Met2 routing:
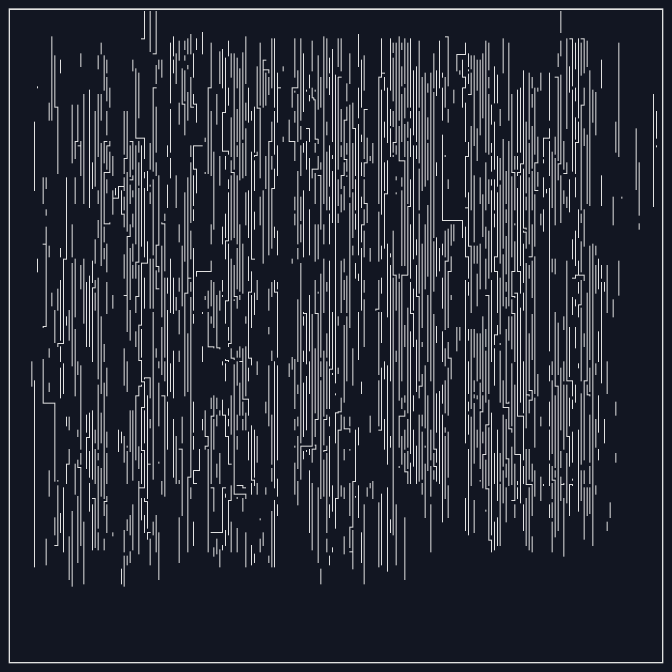
Track usage over the die:
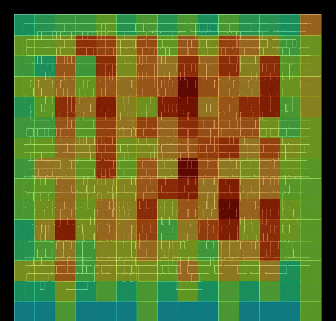
Signal wires by layer:
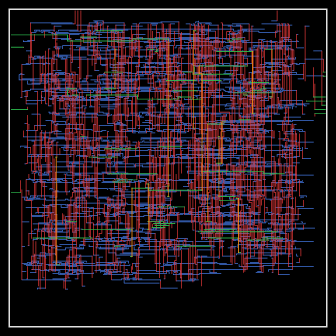
Placement density heat map:
The die is cut into 10 by 10 equal tiles; white is low, dark blue is high, 0 to 100% covered.
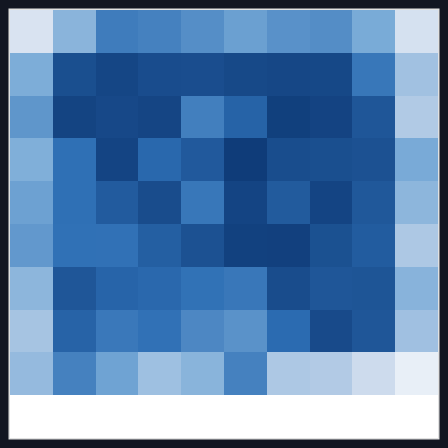
Selected gate families:
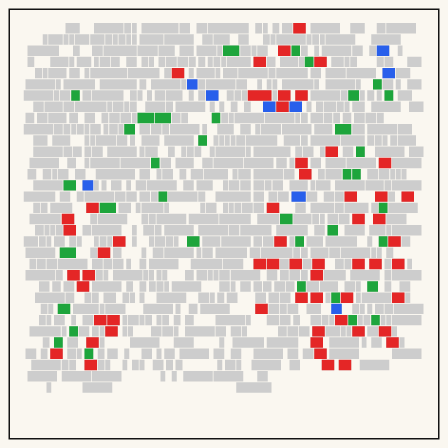
===== config.mk =====
export PLATFORM = sky130hd
export DESIGN_NAME = top_level_synth
export DESIGN_NICKNAME = d
export VERILOG_FILES = /design/src/rtl/top_level_synth.sv
export SDC_FILE = /design/constraint.sdc
export NUM_CORES = 1
export LEC_CHECK = 0
export CAP_MARGIN = 20
export CORE_MARGIN = 3
export CORE_UTILIZATION = 56
export DETAILED_ROUTE_END_ITERATION = 12
export PLACE_DENSITY = 0.76
export REMOVE_ABC_BUFFERS = 1
export SYNTH_ARGS = -nofsm -noshare
export SYNTH_HDL_FRONTEND = slang
export SYNTH_SLANG_ARGS = --single-unit

===== constraint.sdc =====
create_clock -name clk -period 2.3 [get_ports clk]
set_clock_uncertainty 0.1 [all_clocks]
set_input_delay 0.23 -clock clk [delete_from_list [all_inputs] [get_ports clk]]
set_output_delay 0.23 -clock clk [all_outputs]
set_load 0.02 [all_outputs]

===== src/rtl/top_level_synth.sv =====
// Frequency-locked ramp generator: measures the infreq period in clk cycles, divides it
// by n on request (adj) and steps an OUT_W-bit ramp every L = P/n clk cycles.
module top_level_synth #(
    parameter int CNT_W = 16,
    parameter int OUT_W = 8
) (
    input  logic             clk,
    input  logic             rst,
    input  logic             adj,
    input  logic             infreq,
    input  logic [2:0]       n,
    output logic [OUT_W-1:0] out
);
    localparam int BIT_W = $clog2(CNT_W + 1);
    localparam logic [CNT_W-1:0] CNT_MAX = '1;

    typedef enum logic [1:0] {IDLE, ARM, COUNT, DIVIDE} state_t;

    state_t             state_q, state_d;
    logic [2:0]         sync_q, sync_d;
    logic               adj_q, adj_d;
    logic [CNT_W-1:0]   cnt_q, cnt_d;
    logic [CNT_W-1:0]   quo_q, quo_d;
    logic [CNT_W-1:0]   rem_q, rem_d;
    logic [CNT_W-1:0]   div_q, div_d;
    logic [BIT_W-1:0]   bit_q, bit_d;
    logic [CNT_W-1:0]   l_q, l_d;
    logic [CNT_W-1:0]   tick_q, tick_d;
    logic [OUT_W-1:0]   out_q, out_d;

    logic               ref_rise, adj_rise, q_bit, load_l;
    logic [CNT_W-1:0]   trial, quo_next, l_new;

    always_comb begin
        state_d  = state_q;
        sync_d   = {sync_q[1:0], infreq};
        adj_d    = adj;
        cnt_d    = cnt_q;
        quo_d    = quo_q;
        rem_d    = rem_q;
        div_d    = div_q;
        bit_d    = bit_q;
        l_d      = l_q;
        tick_d   = tick_q;
        out_d    = out_q;
        load_l   = 1'b0;
        l_new    = l_q;

        // sync_q[1] is the second synchronizer flop, sync_q[2] its previous value
        ref_rise = sync_q[1] & ~sync_q[2];
        adj_rise = adj & ~adj_q;

        // Restoring divide step: shift the next dividend bit into the remainder
        trial    = {rem_q[CNT_W-2:0], quo_q[CNT_W-1]};
        q_bit    = (trial >= div_q);
        quo_next = {quo_q[CNT_W-2:0], q_bit};

        case (state_q)
            IDLE: begin
                if (adj_rise) begin
                    state_d = ARM;
                    cnt_d   = '0;
                end
            end
            ARM: begin
                if (ref_rise) begin
                    state_d = COUNT;
                    cnt_d   = '0;
                end else if (cnt_q == CNT_MAX) begin
                    state_d = IDLE;
                end else begin
                    cnt_d = cnt_q + 1'b1;
                end
            end
            COUNT: begin
                if (cnt_q == CNT_MAX) begin
                    state_d = IDLE;
                end else if (ref_rise) begin
                    // The edge that closes the period is itself counted
                    state_d = DIVIDE;
                    quo_d   = cnt_q + 1'b1;
                    rem_d   = '0;
                    bit_d   = '0;
                    div_d   = (n == 3'd0) ? CNT_W'(1) : CNT_W'(n);
                end else begin
                    cnt_d = cnt_q + 1'b1;
                end
            end
            DIVIDE: begin
                rem_d = q_bit ? (trial - div_q) : trial;
                quo_d = quo_next;
                bit_d = bit_q + 1'b1;
                if (bit_q == BIT_W'(CNT_W - 1)) begin
                    load_l  = 1'b1;
                    l_new   = (quo_next == '0) ? CNT_W'(1) : quo_next;
                    state_d = IDLE;
                end
            end
            default: state_d = IDLE;
        endcase

        // Ramp: out advances once every L cycles; a fresh L restarts the interval
        if (load_l) begin
            l_d    = l_new;
            tick_d = '0;
        end else if (l_q == '0) begin
            tick_d = '0;
        end else if (tick_q == l_q - 1'b1) begin
            tick_d = '0;
            out_d  = out_q + 1'b1;
        end else begin
            tick_d = tick_q + 1'b1;
        end
    end

    always_ff @(posedge clk) begin
        if (rst) begin
            state_q <= IDLE;
            sync_q  <= '0;
            adj_q   <= 1'b0;
            cnt_q   <= '0;
            quo_q   <= '0;
            rem_q   <= '0;
            div_q   <= '0;
            bit_q   <= '0;
            l_q     <= '0;
            tick_q  <= '0;
            out_q   <= '0;
        end else begin
            state_q <= state_d;
            sync_q  <= sync_d;
            adj_q   <= adj_d;
            cnt_q   <= cnt_d;
            quo_q   <= quo_d;
            rem_q   <= rem_d;
            div_q   <= div_d;
            bit_q   <= bit_d;
            l_q     <= l_d;
            tick_q  <= tick_d;
            out_q   <= out_d;
        end
    end

    assign out = out_q;

endmodule


==> results.sh <==
# yosys + openroad results
export IMPL_status="finished, violations left"
export IMPL_violations="setup timing"
export IMPL_finalWorstSetupSlack_ns=-0.301
export IMPL_drt_iter0_drc=324
export IMPL_cp_arrival_ns=2.83
export IMPL_postSynthSeqShare_pct=37.8
export IMPL_max_slew_margin_rel_pct=72.4
export IMPL_route_antenna_remaining_nets=0
export IMPL_htree_levels=3
export IMPL_p_clk_share_pct=37.4
export IMPL_top_cells_by_area="dfxtp_1 38%, nand2_1 5.8%, xor2_1 4.8%"
export IMPL_seqPwrFrac_pct=58.6
export IMPL_dp_hpwl_um=9110
export IMPL_grt_max_degree=33
export IMPL_worst_path_buf_inv=2
export IMPL_hp_start="rst"
export IMPL_fin_nets=767
export IMPL_avgSynthCellArea_sq_um=8.10
export IMPL_synthMuxAreaShare_pct=1.05
export IMPL_detail_route_first_pass_iterations=5
export IMPL_p_switching_uw=778
export IMPL_compound_area_share_pct=16.8
export IMPL_critical_path_class="reg2reg"
export IMPL_endpoint_kind="register"
export IMPL_maxSlewViolCount=0
export IMPL_yosysUniqueCellTypes=56
export IMPL_min_path_type="in2reg"
export IMPL_finalWeightedCongestion=0.920
export IMPL_met1_usage_pct=29.8
export IMPL_p_leak_nw=2.61
export IMPL_simple_gate_share_pct=26.6
export IMPL_layout_drive_gt1_share_pct=25.1
export IMPL_internal_power_mw=2.22
export IMPL_rsz0062_at_grt="true"
export IMPL_drt_vias_per_instance=5.84
export IMPL_drc=0
export IMPL_tritoncts="yes"
export IMPL_p_per_area_nw_per_um2=440
export IMPL_sw_frac_of_total_pct=25.9
export IMPL_critPathRequiredTime_ns=2.52
export IMPL_cts_resized=31
export IMPL_yosysChipArea_sq_um=5350
export IMPL_ys_cells=660
export IMPL_postCtsHoldBufs=0
export IMPL_portBuffers=14
export IMPL_highest_layer="met4"
export IMPL_rows=35
export IMPL_synth_edff_count=0
export IMPL_fill_cells=661
export IMPL_grt_use_met3_pct=5.05
export IMPL_top_logic_kind="simple AND/OR/NAND/NOR gates"
export IMPL_fp_util_pct=57.8
export IMPL_syn_area_sq_um=5350
export IMPL_met3_length_um=541
export IMPL_ir_drop_uv=443
export IMPL_yosys_warnings=0
export IMPL_top_area_cell="dfxtp_1"
export IMPL_grt_pass1_wl_um=21600
export IMPL_grt_overflow=0
export IMPL_yosysTopAreaCellShare_pct=37.8
export IMPL_drv_max_cap_violation_count=0
export IMPL_path_cells="buf_4, xor2_1, xnor2_1, nand3_2, nor4_4, nand4_1, buf_6, or4_4, a21oi_2"
export IMPL_crit_slowest_cell="or4_4"
export IMPL_wl_met2_um=7110
export IMPL_critPathLaunch="l_q[3]$_SDFFE_PP0P_"
export IMPL_die_y_um=104
export IMPL_final_cell_mix="86 x dfxtp_1, 86 x buf_4, 81 x nand2_1"
export IMPL_setup_tns_ns=-5.52
export IMPL_antennaDiodeCount=0
export IMPL_clock_latency_ns=0.39
export IMPL_max_stage_delay_ns=0.48
export IMPL_cts_path_max_buffers=2
export IMPL_comb_power_share_pct=4.0
export IMPL_post_route_period_util_pct=113
export IMPL_warnings=31
export IMPL_io_pins=15
export IMPL_root_buffer="clkbuf_8"
export IMPL_wl_met1_um=6140
export IMPL_die_area_sq_um=10800
export IMPL_setup_viol=29
export IMPL_start_kind="register"
export IMPL_clkSinkCount=101
export IMPL_hold_slack_ns=0.129
export IMPL_placed_cells=848
export IMPL_reg2reg_from="l_q[3]$_SDFFE_PP0P_"
export IMPL_die_w_um=104
export IMPL_synth_flops=101
export IMPL_cts_setup_buffers=8
About 'met2 routing':
longest straight run	49.0 um
main direction	vertical
wire length on this layer	7110 um
met2 Usage GRT: 41.2%
final WL: 14100 um
vias: 5137

About 'track usage over the die':
Total GRT Usage: 23.9%
gr busiest metal: met2

About 'signal wires by layer':
colour	layer	wire length
green	met3	541 um
orange	met4	330 um
blue	met1	6140 um
red	met2	7110 um
Avg WL per Cell: 16.1 um

About 'placement density heat map':
densest ninth of the die	centre
tiles over 75% full	43%
mean over tiles	62%
nearly empty tiles	10%
fullest tile	95%
core footprint: 9240 sq um
Core Util, Final: 73.8%

About 'selected gate families':
colour	family	cells
red	XOR/XNOR gates	57
green	AND and OR gates	36
blue	AND-OR and OR-AND gates	9
final std cells w/o fill: 879
Comb/total area: 50.2%

## worst paths after layout
check                          end  slack, ns  depth (start not counted)
min          div_q[2]$_SDFFE_PP0P_       0.13                          2
max reg2reg    out[3]$_SDFFE_PP0P_      -0.30                          9
max            out[3]$_SDFFE_PP0P_      -0.30                          9
min reg2reg   sync_q[1]$_SDFF_PP0_       0.36                          1
## power by group through the flow
stage / logic [mW] / clock network [mW] / registers, mW
2_1_floorplan: 0.0552 / 0 / 1.80
3_3_place_gp: 0.112 / 0 / 1.80
3_5_place_dp: 0.116 / 0 / 1.80
4_1_cts: 0.118 / 1.14 / 1.76
5_1_grt: 0.133 / 1.20 / 1.76
6_report: 0.121 / 1.12 / 1.76
## layout make-up
type / instances / area (sq um) / share of cell area, %
Sequential cell: 101 / 2050 / 30.0
Timing Repair Buffer: 111 / 918 / 13.5
Multi-Input combinational cell: 502 / 3420 / 50.2
Clock inverter: 7 / 70.1 / 1.03
Inverter: 20 / 75.1 / 1.10
Clock buffer: 9 / 124 / 1.82
Tap cell: 129 / 161 / 2.37
## through the flow
| stage | setup WS (ns) | instance area, sq um | utilization (%) |
|---|---|---|---|
| 2_1_floorplan | -0.369 | 5180 | - |
| 3_3_place_gp | -0.240 | 6140 | 66.4 |
| 6_report | -0.301 | 6820 | 73.8 |
| 4_1_cts | -0.210 | 6540 | 70.7 |
| 5_1_grt | -0.407 | 6820 | 73.8 |
| 3_5_place_dp | -0.346 | 6140 | 66.4 |
## cell usage after synthesis (all sizes together) (14+ instances only)
cell type / n
nor2: 64
a21oi: 42
a22oi: 17
and3: 16
ha: 14
dfxtp: 101
nor4: 16
nand2: 83
xor2: 29
xnor2: 28
nand3: 26
inv: 20
o21ai: 38
nor3: 15
clkbuf: 27
Power figures rest on the tool's default switching activity, not on a simulated workload.
